<file path="config.mk">
export PLATFORM = sky130hd
export DESIGN_NAME = pulse_stretcher
export DESIGN_NICKNAME = d
export VERILOG_FILES = /design/src/rtl/stretch_pkg.sv /design/src/rtl/pulse_stretcher.sv
export SDC_FILE = /design/constraint.sdc
export NUM_CORES = 1
export LEC_CHECK = 0
export CORE_MARGIN = 3
export CORE_UTILIZATION = 46
export DETAILED_ROUTE_END_ITERATION = 8
export MAX_ROUTING_LAYER = met4
export PLACE_DENSITY_LB_ADDON = 0.15
export SLEW_MARGIN = 10
export SYNTH_ARGS = -nofsm -noshare
export SYNTH_HDL_FRONTEND = slang
export SYNTH_SLANG_ARGS = --single-unit
</file>
<file path="constraint.sdc">
create_clock -name clk -period 1.9 [get_ports clk]
set_input_delay 0.285 -clock clk [delete_from_list [all_inputs] [get_ports clk]]
set_output_delay 0.285 -clock clk [all_outputs]
set_load 0.005 [all_outputs]
</file>
<file path="src/rtl/stretch_pkg.sv">
// Shared types and helpers for pulse_stretcher: FSM state encoding and a
// constant max() used to size the shared HIGH/GAP timer.
package stretch_pkg;

    typedef enum logic [1:0] {
        IDLE,
        HIGH,
        GAP
    } state_t;

    function automatic int max(input int a, input int b);
        return (a > b) ? a : b;
    endfunction

endpackage

</file>
<file path="src/rtl/pulse_stretcher.sv">
// Stretches 1-cycle events into pulses with guaranteed high and low times.
// Event queueing while a pulse is in progress is enabled by PULSE_STRETCH_QUEUE_EN.
module pulse_stretcher
    import stretch_pkg::*;
#(
    parameter int HIGH_CYCLES = 50,
    parameter int LOW_CYCLES  = 50,
    parameter int PEND_MAX    = 7
) (
    input  logic                          clk,
    input  logic                          rst,
    input  logic                          event_in,
    output logic                          out_pulse,
    output logic                          busy,
    output logic [$clog2(PEND_MAX+1)-1:0] pending,
    output logic                          overflow
);

    localparam int PW = $clog2(PEND_MAX + 1);
    localparam int TW = $clog2(max(HIGH_CYCLES, LOW_CYCLES) + 1);
    localparam logic [TW-1:0] HIGH_LOAD = TW'(HIGH_CYCLES - 1);
    localparam logic [TW-1:0] LOW_LOAD  = TW'(LOW_CYCLES - 1);

    state_t          state_q, state_d;
    logic [TW-1:0]   timer_q, timer_d;
    logic            ovf_q, ovf_d;
    logic            out_q, out_d;
    logic            timer_done;
    logic            extra_evt;
`ifdef PULSE_STRETCH_QUEUE_EN
    localparam logic [PW-1:0] PEND_LIM = PW'(PEND_MAX);
    logic [PW-1:0]   pend_q, pend_d;
`endif

    assign timer_done = (timer_q == '0);

    always_comb begin
        state_d   = state_q;
        timer_d   = timer_q;
        ovf_d     = ovf_q;
        extra_evt = 1'b0;
`ifdef PULSE_STRETCH_QUEUE_EN
        pend_d    = pend_q;
`endif
        case (state_q)
            IDLE: begin
                if (event_in) begin
                    state_d = HIGH;
                    timer_d = HIGH_LOAD;
                end
            end
            HIGH: begin
                extra_evt = event_in;
                if (timer_done) begin
                    state_d = GAP;
                    timer_d = LOW_LOAD;
                end else begin
                    timer_d = timer_q - TW'(1);
                end
            end
            GAP: begin
                if (!timer_done) begin
                    extra_evt = event_in;
                    timer_d   = timer_q - TW'(1);
`ifdef PULSE_STRETCH_QUEUE_EN
                end else if (event_in || (pend_q != '0)) begin
                    // A live event on the restart cycle takes precedence, leaving the queue intact
                    state_d = HIGH;
                    timer_d = HIGH_LOAD;
                    if (!event_in) pend_d = pend_q - PW'(1);
`else
                end else if (event_in) begin
                    state_d = HIGH;
                    timer_d = HIGH_LOAD;
`endif
                end else begin
                    state_d = IDLE;
                end
            end
            default: begin
                state_d = IDLE;
                timer_d = '0;
            end
        endcase

        if (extra_evt) begin
`ifdef PULSE_STRETCH_QUEUE_EN
            if (pend_q == PEND_LIM) ovf_d = 1'b1;
            else                    pend_d = pend_q + PW'(1);
`else
            ovf_d = 1'b1;
`endif
        end

        out_d = (state_d == HIGH);
    end

    always_ff @(posedge clk) begin
        if (rst) begin
            state_q <= IDLE;
            timer_q <= '0;
            ovf_q   <= 1'b0;
            out_q   <= 1'b0;
        end else begin
            state_q <= state_d;
            timer_q <= timer_d;
            ovf_q   <= ovf_d;
            out_q   <= out_d;
        end
    end

`ifdef PULSE_STRETCH_QUEUE_EN
    always_ff @(posedge clk) begin
        if (rst) pend_q <= '0;
        else     pend_q <= pend_d;
    end
    assign pending = pend_q;
`else
    assign pending = '0;
`endif

    assign out_pulse = out_q;
    assign busy      = (state_q != IDLE);
    assign overflow  = ovf_q;

endmodule

</file>
==> run_1/metal_stack.png <==
Drawn at 12 px/micron. Only two layers are drawn.
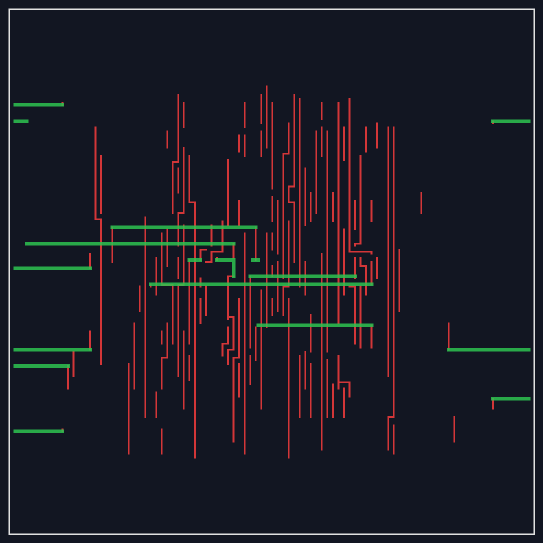
- green: met3 (wire length 108 microns)
- red: met2 (wire length 602 microns)

==> run_1/clock_map.png <==
Drawn at 12 px/micron.
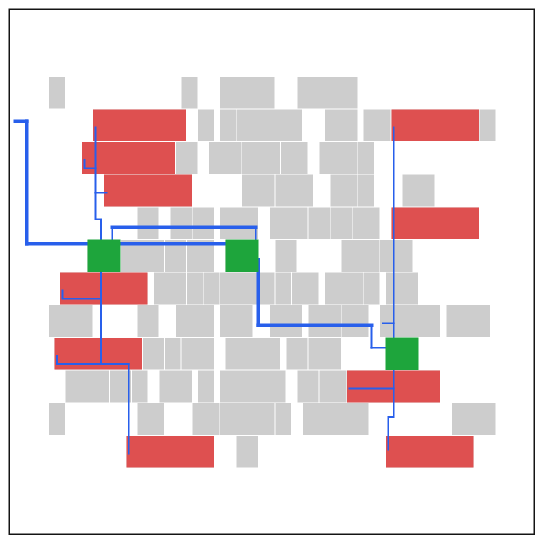
- blue: clock wires (length 140 microns)
- green: cells driving clock nets (count 3)
- red: flip-flops (count 10)
- routed clock nets: 4
- flops lie: spread over the die

==> run_1/pdn.png <==
Drawn at 12 px/micron. Pins as bars on the die edge.
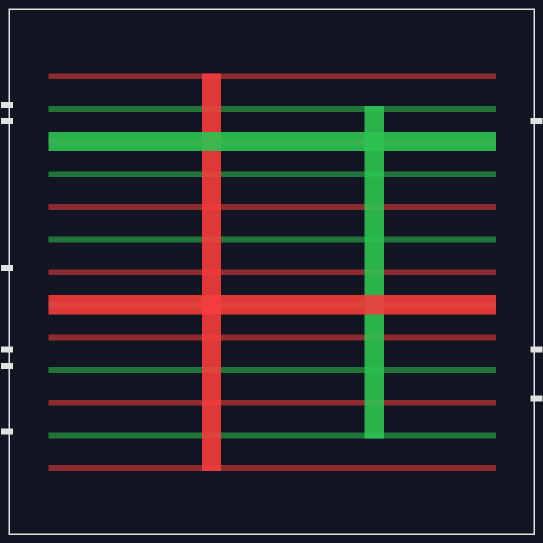
- green: VDD
- red: VSS
- met5 straps: 2
- met4 straps: 2
- rows: 12

==> summary.rpt, run 1 <==
PHYSICAL IMPLEMENTATION REPORT
----------------------------------------------------
[Status]
  Status ........................ completed

[Floorplanning]
  Inserted tap cell count ........................ 14
  IO Pins ........................ 9
  Die X ........................ 43.6 microns

[Power and ir drop]
  Combinational group share of total power ........................ 0.391
  Pwr Density ........................ 983 mW/mm^2

[Layout]
  Final Instance Count excl. Fillers ........................ 102
  Count of sequential standard cells ........................ 10
  Number of non-clock buffers in the layout ........................ 11
  Sequential share of cell area ........................ 0.262
  Area overhead of the layout relative to synthesis ........................ 19.4%
  Ant. Diodes ........................ 0

[Yosys]
  Biggest area consumer among synthesized cells ........................ dfxtp_1
  Post-Syn Area per Cell ........................ 8.24 sq um
  Cell with the most instances after synthesis ........................ dfxtp_1
  Post-Synth Adder-Cell Area ........................ 0.115
  Netlist area before placement ........................ 651 sq um

[Routing]
  Routed wl met3 ........................ 107 microns
  Met1 wire length ........................ 627 microns
  Per-cell routed wire length ........................ 13.3 microns
  Post-DR vias/cell ........................ 5.71

[Global routing]
  Pin count of the biggest net entering global routing ........................ 10
  GR Util All Layers ........................ 0.149
  GRT met2 Usage ........................ 0.212
  Peak-usage layer in the global routing report ........................ met2

[CTS]
  # H-tree levels ........................ 1
  Root buf cell ........................ clkbuf_4

[Flow run]
  Tally of max-capacitance violations ........................ 0

[Setup path]
  Number of logic stages on the critical path including buffering ........................ 7
  Largest incremental delay on the critical path ........................ 470 ps

[Final timing]
  Worst slack on hold paths ........................ 450 ps

----------------------------------------------------
==> run_1/density.png <==
Drawn at 6 px/micron. The die is cut into 9 by 9 equal tiles; white is low, dark blue is high, 0 to 100% covered.
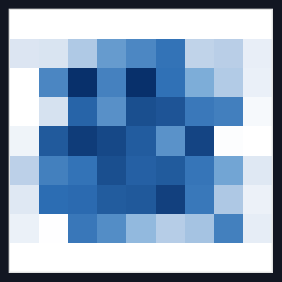

## Run 2: what changed since run 1
--- a/config.mk
+++ b/config.mk
@@ -5,8 +5,10 @@
 export SDC_FILE = /design/constraint.sdc
 export NUM_CORES = 1
 export LEC_CHECK = 0
+export ABC_AREA = 1
+export CORE_ASPECT_RATIO = 1.1
 export CORE_MARGIN = 3
-export CORE_UTILIZATION = 46
+export CORE_UTILIZATION = 47
 export DETAILED_ROUTE_END_ITERATION = 8
 export MAX_ROUTING_LAYER = met4
 export PLACE_DENSITY_LB_ADDON = 0.15
==> run_2/density.png <==
Drawn at 6 px/micron. The die is cut into 9 by 9 equal tiles; white is low, dark blue is high, 0 to 100% covered.
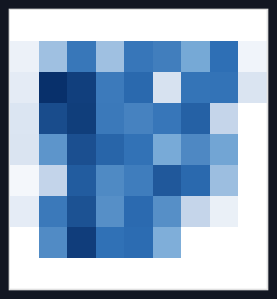
- mean over tiles: 39%
- emptiest ninth of the die: south-east
- densest ninth of the die: centre
- tiles over 75% full: 19%

==> summary.rpt, run 2 <==
PHYSICAL IMPLEMENTATION REPORT
----------------------------------------------------
[Setup path]
  Largest incremental delay on the critical path ........................ 490 ps (was 470 ps)
  Series of cell instances along the critical path ........................ inv_1 > ha_2 > inv_2 > clkdlybuf4s50_1 (was inv_2 > ha_2 > or4b_4 > buf_4 > o31ai_1 > o31a_1 > nor2b_1)
  Number of logic stages on the critical path including buffering ........................ 4 (was 7)

[Global routing]
  Peak-usage layer in the global routing report ........................ met2 (unchanged)
  GRT met2 Usage ........................ 0.260 (was 0.212)
  Pin count of the biggest net entering global routing ........................ 9 (was 10)

[Yosys]
  Cell with the most instances after synthesis ........................ nand2_1 (was dfxtp_1)
  YS warnings ........................ 0 (unchanged)
  Biggest area consumer among synthesized cells ........................ dfxtp_1 (unchanged)
  Simple Share, Synth ........................ 0.369 (was 0.183)
  Netlist area before placement ........................ 699 sq um (was 651 sq um)
  Top-area cell share ........................ 0.286 (was 0.308)
  Post-Synth Adder-Cell Area ........................ 0.107 (was 0.115)

[Routing]
  Topmost layer with routed signal wires ........................ met4 (unchanged)
  Detailed Routing Iterations Pass 1 ........................ 4 (unchanged)
  Per-cell routed wire length ........................ 11.9 microns (was 13.3 microns)
  Routed wl met3 ........................ 105 microns (was 107 microns)
  Post-DR vias/cell ........................ 5.14 (was 5.71)

[Floorplanning]
  Die X ........................ 42.8 microns (was 43.6 microns)
  Inserted tap cell count ........................ 15 (was 14)
  IO Pins ........................ 9 (unchanged)

[Layout]
  Ant. Diodes ........................ 0 (unchanged)
  Non-clock buffer share ........................ 0.0630 (was 0.122)
  Final Instance Count excl. Fillers ........................ 125 (was 102)
  Area overhead of the layout relative to synthesis ........................ 13.6% (was 19.4%)
  Number of non-clock buffers in the layout ........................ 5 (was 11)
  Fraction of area in clock buffers and inverters ........................ 0.0457 (was 0.0467)
  Count of sequential standard cells ........................ 10 (unchanged)
  Final Instance Area ........................ 795 sq um (was 777 sq um)
  Sequential share of cell area ........................ 0.255 (was 0.262)
  Register with the most flip-flops ........................ timer_q (unchanged)

[CTS]
  Setup Buffers After CTS ........................ 0 (unchanged)
  Number of gates resized after CTS ........................ 1 (unchanged)
  Root buf cell ........................ clkbuf_4 (unchanged)
  # H-tree levels ........................ 1 (unchanged)

[Final timing]
  Setup-violating endpoint count in the final report ........................ 0 (unchanged)
  Post-route worst setup slack ........................ 91.9 ps (was 93.7 ps)
  Worst slack on hold paths ........................ 447 ps (was 450 ps)

[Power and ir drop]
  Pwr Density ........................ 2010 mW/mm^2 (was 983 mW/mm^2)
  Combinational group share of total power ........................ 0.624 (was 0.391)
  Internal Power ........................ 820 uW (was 507 uW)

[Flow run]
  Tally of max-capacitance violations ........................ 0 (unchanged)

[Status]
  Status ........................ completed (unchanged)

[Min path]
  Hold Crit Depth ........................ 2 (unchanged)
  Worst hold-check path type ........................ reg -> reg (unchanged)

----------------------------------------------------
No activity file was given, so power comes from the tool's default toggle rates.
